<file path="src/rtl/spi_fifo_param.sv">
// spi_fifo_param: parametrised single-clock FIFO for the SPI TX/RX data paths.
// Show-ahead head output, registered occupancy level, almost-full/almost-empty
// watermarks. Define SPI_FIFO_ERR_EN to add sticky overflow/underflow flags.
module spi_fifo_param #(
   parameter int unsigned DATA_W = 8,
   parameter int unsigned ADDR_W = 3,
   parameter int unsigned AF_LVL = 6,
   parameter int unsigned AE_LVL = 1
) (
   input  logic              clk_i,
   input  logic              rstb_i,
   input  logic              fifo_clr_i,
   input  logic              write_i,
   input  logic [DATA_W-1:0] din_i,
   input  logic              read_i,
   output logic [DATA_W-1:0] dout_o,
   output logic              fifo_full_o,
   output logic              fifo_empty_o,
   output logic              fifo_afull_o,
   output logic              fifo_aempty_o,
`ifdef SPI_FIFO_ERR_EN
   output logic              fifo_ovf_o,
   output logic              fifo_udf_o,
`endif
   output logic [ADDR_W:0]   fifo_level_o
);

   localparam int unsigned DEPTH = 1 << ADDR_W;
   localparam int unsigned PTR_W = ADDR_W + 1;

   logic [DATA_W-1:0] mem [DEPTH];
   logic [PTR_W-1:0]  wr_ptr, rd_ptr, level;
   logic [PTR_W-1:0]  wr_ptr_nxt, rd_ptr_nxt;
   logic              full, empty, wr_en, rd_en;

   // Flags decoded from the registered pointers and level
   always_comb begin
      empty = (wr_ptr == rd_ptr);
      full  = (wr_ptr[ADDR_W-1:0] == rd_ptr[ADDR_W-1:0]) &&
              (wr_ptr[ADDR_W] != rd_ptr[ADDR_W]);
      fifo_full_o   = full;
      fifo_empty_o  = empty;
      fifo_afull_o  = (level >= PTR_W'(AF_LVL));
      fifo_aempty_o = (level <= PTR_W'(AE_LVL));
      fifo_level_o  = level;
      dout_o        = empty ? '0 : mem[rd_ptr[ADDR_W-1:0]];
   end

   // Strobe acceptance uses start-of-cycle flags; clear overrides both strobes
   always_comb begin
      wr_en      = write_i && !full  && !fifo_clr_i;
      rd_en      = read_i  && !empty && !fifo_clr_i;
      wr_ptr_nxt = wr_ptr + PTR_W'(wr_en);
      rd_ptr_nxt = rd_ptr + PTR_W'(rd_en);
      if (fifo_clr_i) begin
         wr_ptr_nxt = '0;
         rd_ptr_nxt = '0;
      end
   end

   // Pointer and level registers
   always_ff @(posedge clk_i or negedge rstb_i) begin
      if (!rstb_i) begin
         wr_ptr <= '0;
         rd_ptr <= '0;
         level  <= '0;
      end else begin
         wr_ptr <= wr_ptr_nxt;
         rd_ptr <= rd_ptr_nxt;
         level  <= wr_ptr_nxt - rd_ptr_nxt;
      end
   end

   // Storage array, intentionally not reset
   always_ff @(posedge clk_i) begin
      if (wr_en) mem[wr_ptr[ADDR_W-1:0]] <= din_i;
   end

`ifdef SPI_FIFO_ERR_EN
   // Sticky error flags, cleared only by fifo_clr_i or reset
   always_ff @(posedge clk_i or negedge rstb_i) begin
      if (!rstb_i) begin
         fifo_ovf_o <= 1'b0;
         fifo_udf_o <= 1'b0;
      end else if (fifo_clr_i) begin
         fifo_ovf_o <= 1'b0;
         fifo_udf_o <= 1'b0;
      end else begin
         if (write_i && full)  fifo_ovf_o <= 1'b1;
         if (read_i  && empty) fifo_udf_o <= 1'b1;
      end
   end
`endif

endmodule

</file>
<file path="config.mk">
export PLATFORM = sky130hd
export DESIGN_NAME = spi_fifo_param
export DESIGN_NICKNAME = d
export VERILOG_FILES = /design/src/rtl/spi_fifo_param.sv
export SDC_FILE = /design/constraint.sdc
export NUM_CORES = 1
export LEC_CHECK = 0
export CAP_MARGIN = 5
export CORE_MARGIN = 2
export CORE_UTILIZATION = 60
export CTS_CLUSTER_DIAMETER = 80
export DETAILED_ROUTE_END_ITERATION = 12
export PLACE_DENSITY = 0.83
export SLEW_MARGIN = 20
export SYNTH_ARGS = -nofsm -noshare
export SYNTH_HDL_FRONTEND = slang
export SYNTH_SLANG_ARGS = --single-unit
export TNS_END_PERCENT = 30
</file>
<file path="constraint.sdc">
create_clock -name clk_i -period 5.1 [get_ports clk_i]
set_input_delay 1.02 -clock clk_i [delete_from_list [all_inputs] [get_ports clk_i]]
set_output_delay 1.02 -clock clk_i [all_outputs]
set_load 0.005 [all_outputs]
</file>
==> impl_metrics.json <==
{
  "status": "finished clean",
  "ys_seq_elements": 76,
  "buffers_excl_clock": 31,
  "critical_path_depth": 6,
  "largest_reg_flops": 64,
  "pg_clk_uw": 424,
  "synth.avg_cell_area_um2": 15.8,
  "grt_pass1_vias": 1758,
  "final_net_count": 256,
  "crit_type": "reg -> out",
  "synth-main-ff-cell": "edfxtp_1",
  "p_total_uw": 1210,
  "cts_resized": 0,
  "maxCapViolations": 0,
  "slew_viol_final": 0,
  "crit_path_max_incr_delay_ns": 0.51,
  "nClkBuffers": 10,
  "worstHoldPathType": "reg -> reg",
  "core_um2": 5140,
  "register_area_um2": 2220,
  "die_w_um": 77.3,
  "intPower_uw": 957,
  "yosys-mux-area-fraction": 0.0993,
  "vias_per_cell": 5.66,
  "relSlewSlack": 0.331,
  "wl_met1_um": 2440,
  "top_power_group": "registers",
  "synth-adder-area-share": 0.0334,
  "crit_required_ns": 4.08,
  "portBuffers": 28,
  "top_area_frac": 0.596,
  "n_tap_cell": 70,
  "synthTopCellsByCount": "edfxtp_1, mux2i_1, a22oi_1",
  "crit_end": "dout_o[0]",
  "peakVddDrop_mv": 0.263,
  "buffer_area_frac": 0.0812,
  "grt.met2_usage": 0.353,
  "seq_share": 0.596,
  "place_inst": 294,
  "gr-total-overflow": 0,
  "syn-num-nets": 225,
  "edf_count": 64,
  "layout_setup_ws_ns": 1.43,
  "wl_um": 5760,
  "cts_buffers": 9,
  "layout_top_cells": "edfxtp_1, mux2i_1, clkdlybuf4s50_1, a22oi_1, dfrtp_1",
  "drive_above_1_share": 0.0792,
  "cp_slowest_cell": "clkdlybuf4s50_1",
  "min_to": "wr_ptr[3]",
  "lay_top_count": "edfxtp_1",
  "grt_util_met3": 0.0565,
  "p_comb_frac": 0.079,
  "syn2layout_area_growth_pct": 15.7,
  "r2r-end": "fifo_level_o[3]",
  "hold_violations": 0,
  "final_cell_area_um2": 3730,
  "start_kind": "flop",
  "simple_gate_share": 0.0698,
  "fp_util": 0.627,
  "hold_start": "wr_ptr[3]",
  "switching_share": 0.208,
  "most_common_cell": "edfxtp_1",
  "path_max_fanout": 35,
  "yosys.area_share.aoi": 0.0485,
  "antenna_found_initial": 0,
  "grt_max_degree": 36,
  "postCtsSetupBuffers": 0,
  "seqPwrFrac": 0.571,
  "p_switching_uw": 252,
  "wl_met3_um": 224,
  "grt_pass1_wl_um": 9300,
  "htreeDepth": 3,
  "synth_async_sr_flop_share": 0.158,
  "logic_area_um2": 912,
  "crit_buf_inv": 2
}
### Gate-type map

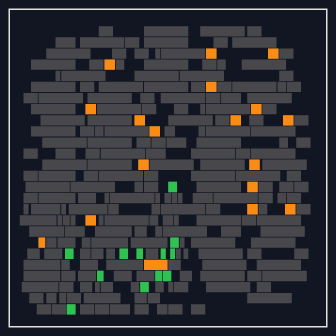
Key: orange = aoi and oai cells [cells 18]; green = nand cells [cells 12, where bottom middle]

### Cell placement

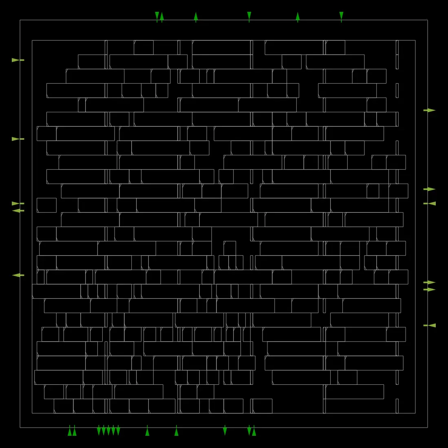
final std cells w/o fill: 310
Seq cells: 76
layout filler cell count: 348

### Met2 routing

Cells faint in the background.
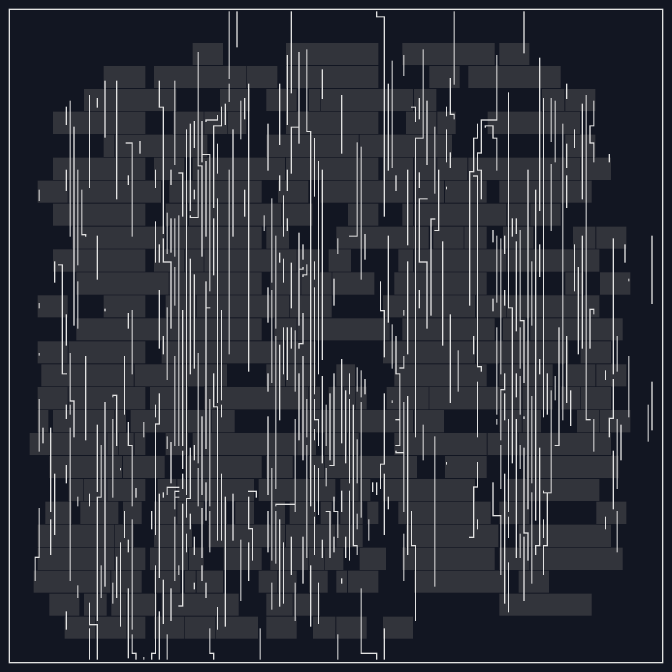
The layer holds 51% of the routed length. The wires run mostly vertical. The longest straight run is 44.4 um. 220 nets have wire on it.

### Routed clock nets over the placement

Scale bar: 20 um.
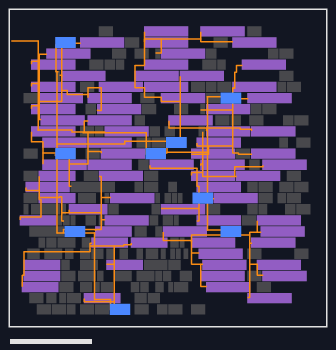
Key: orange = clock wires [length 775 um]; blue = clock-net drivers [count 9]; purple = flip-flops [count 76]
There are 10 routed clock nets. Position of the flops: all over the die.

### Placement by cell class

Scale bar: 20 um.
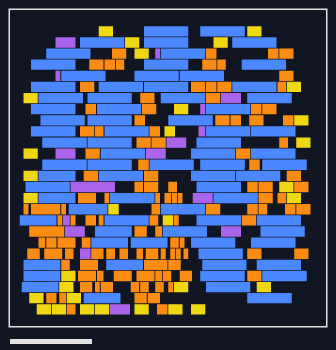
Key: purple = clock drivers and dummy loads [cells 16, share of their area 5.0%]; yellow = remaining buffers and delay cells [cells 31, share of their area 8.3%]; blue = registers [cells 76, share of their area 61%]; orange = remaining logic cells [cells 117, share of their area 26%]
Rows: 26
fin util: 0.726

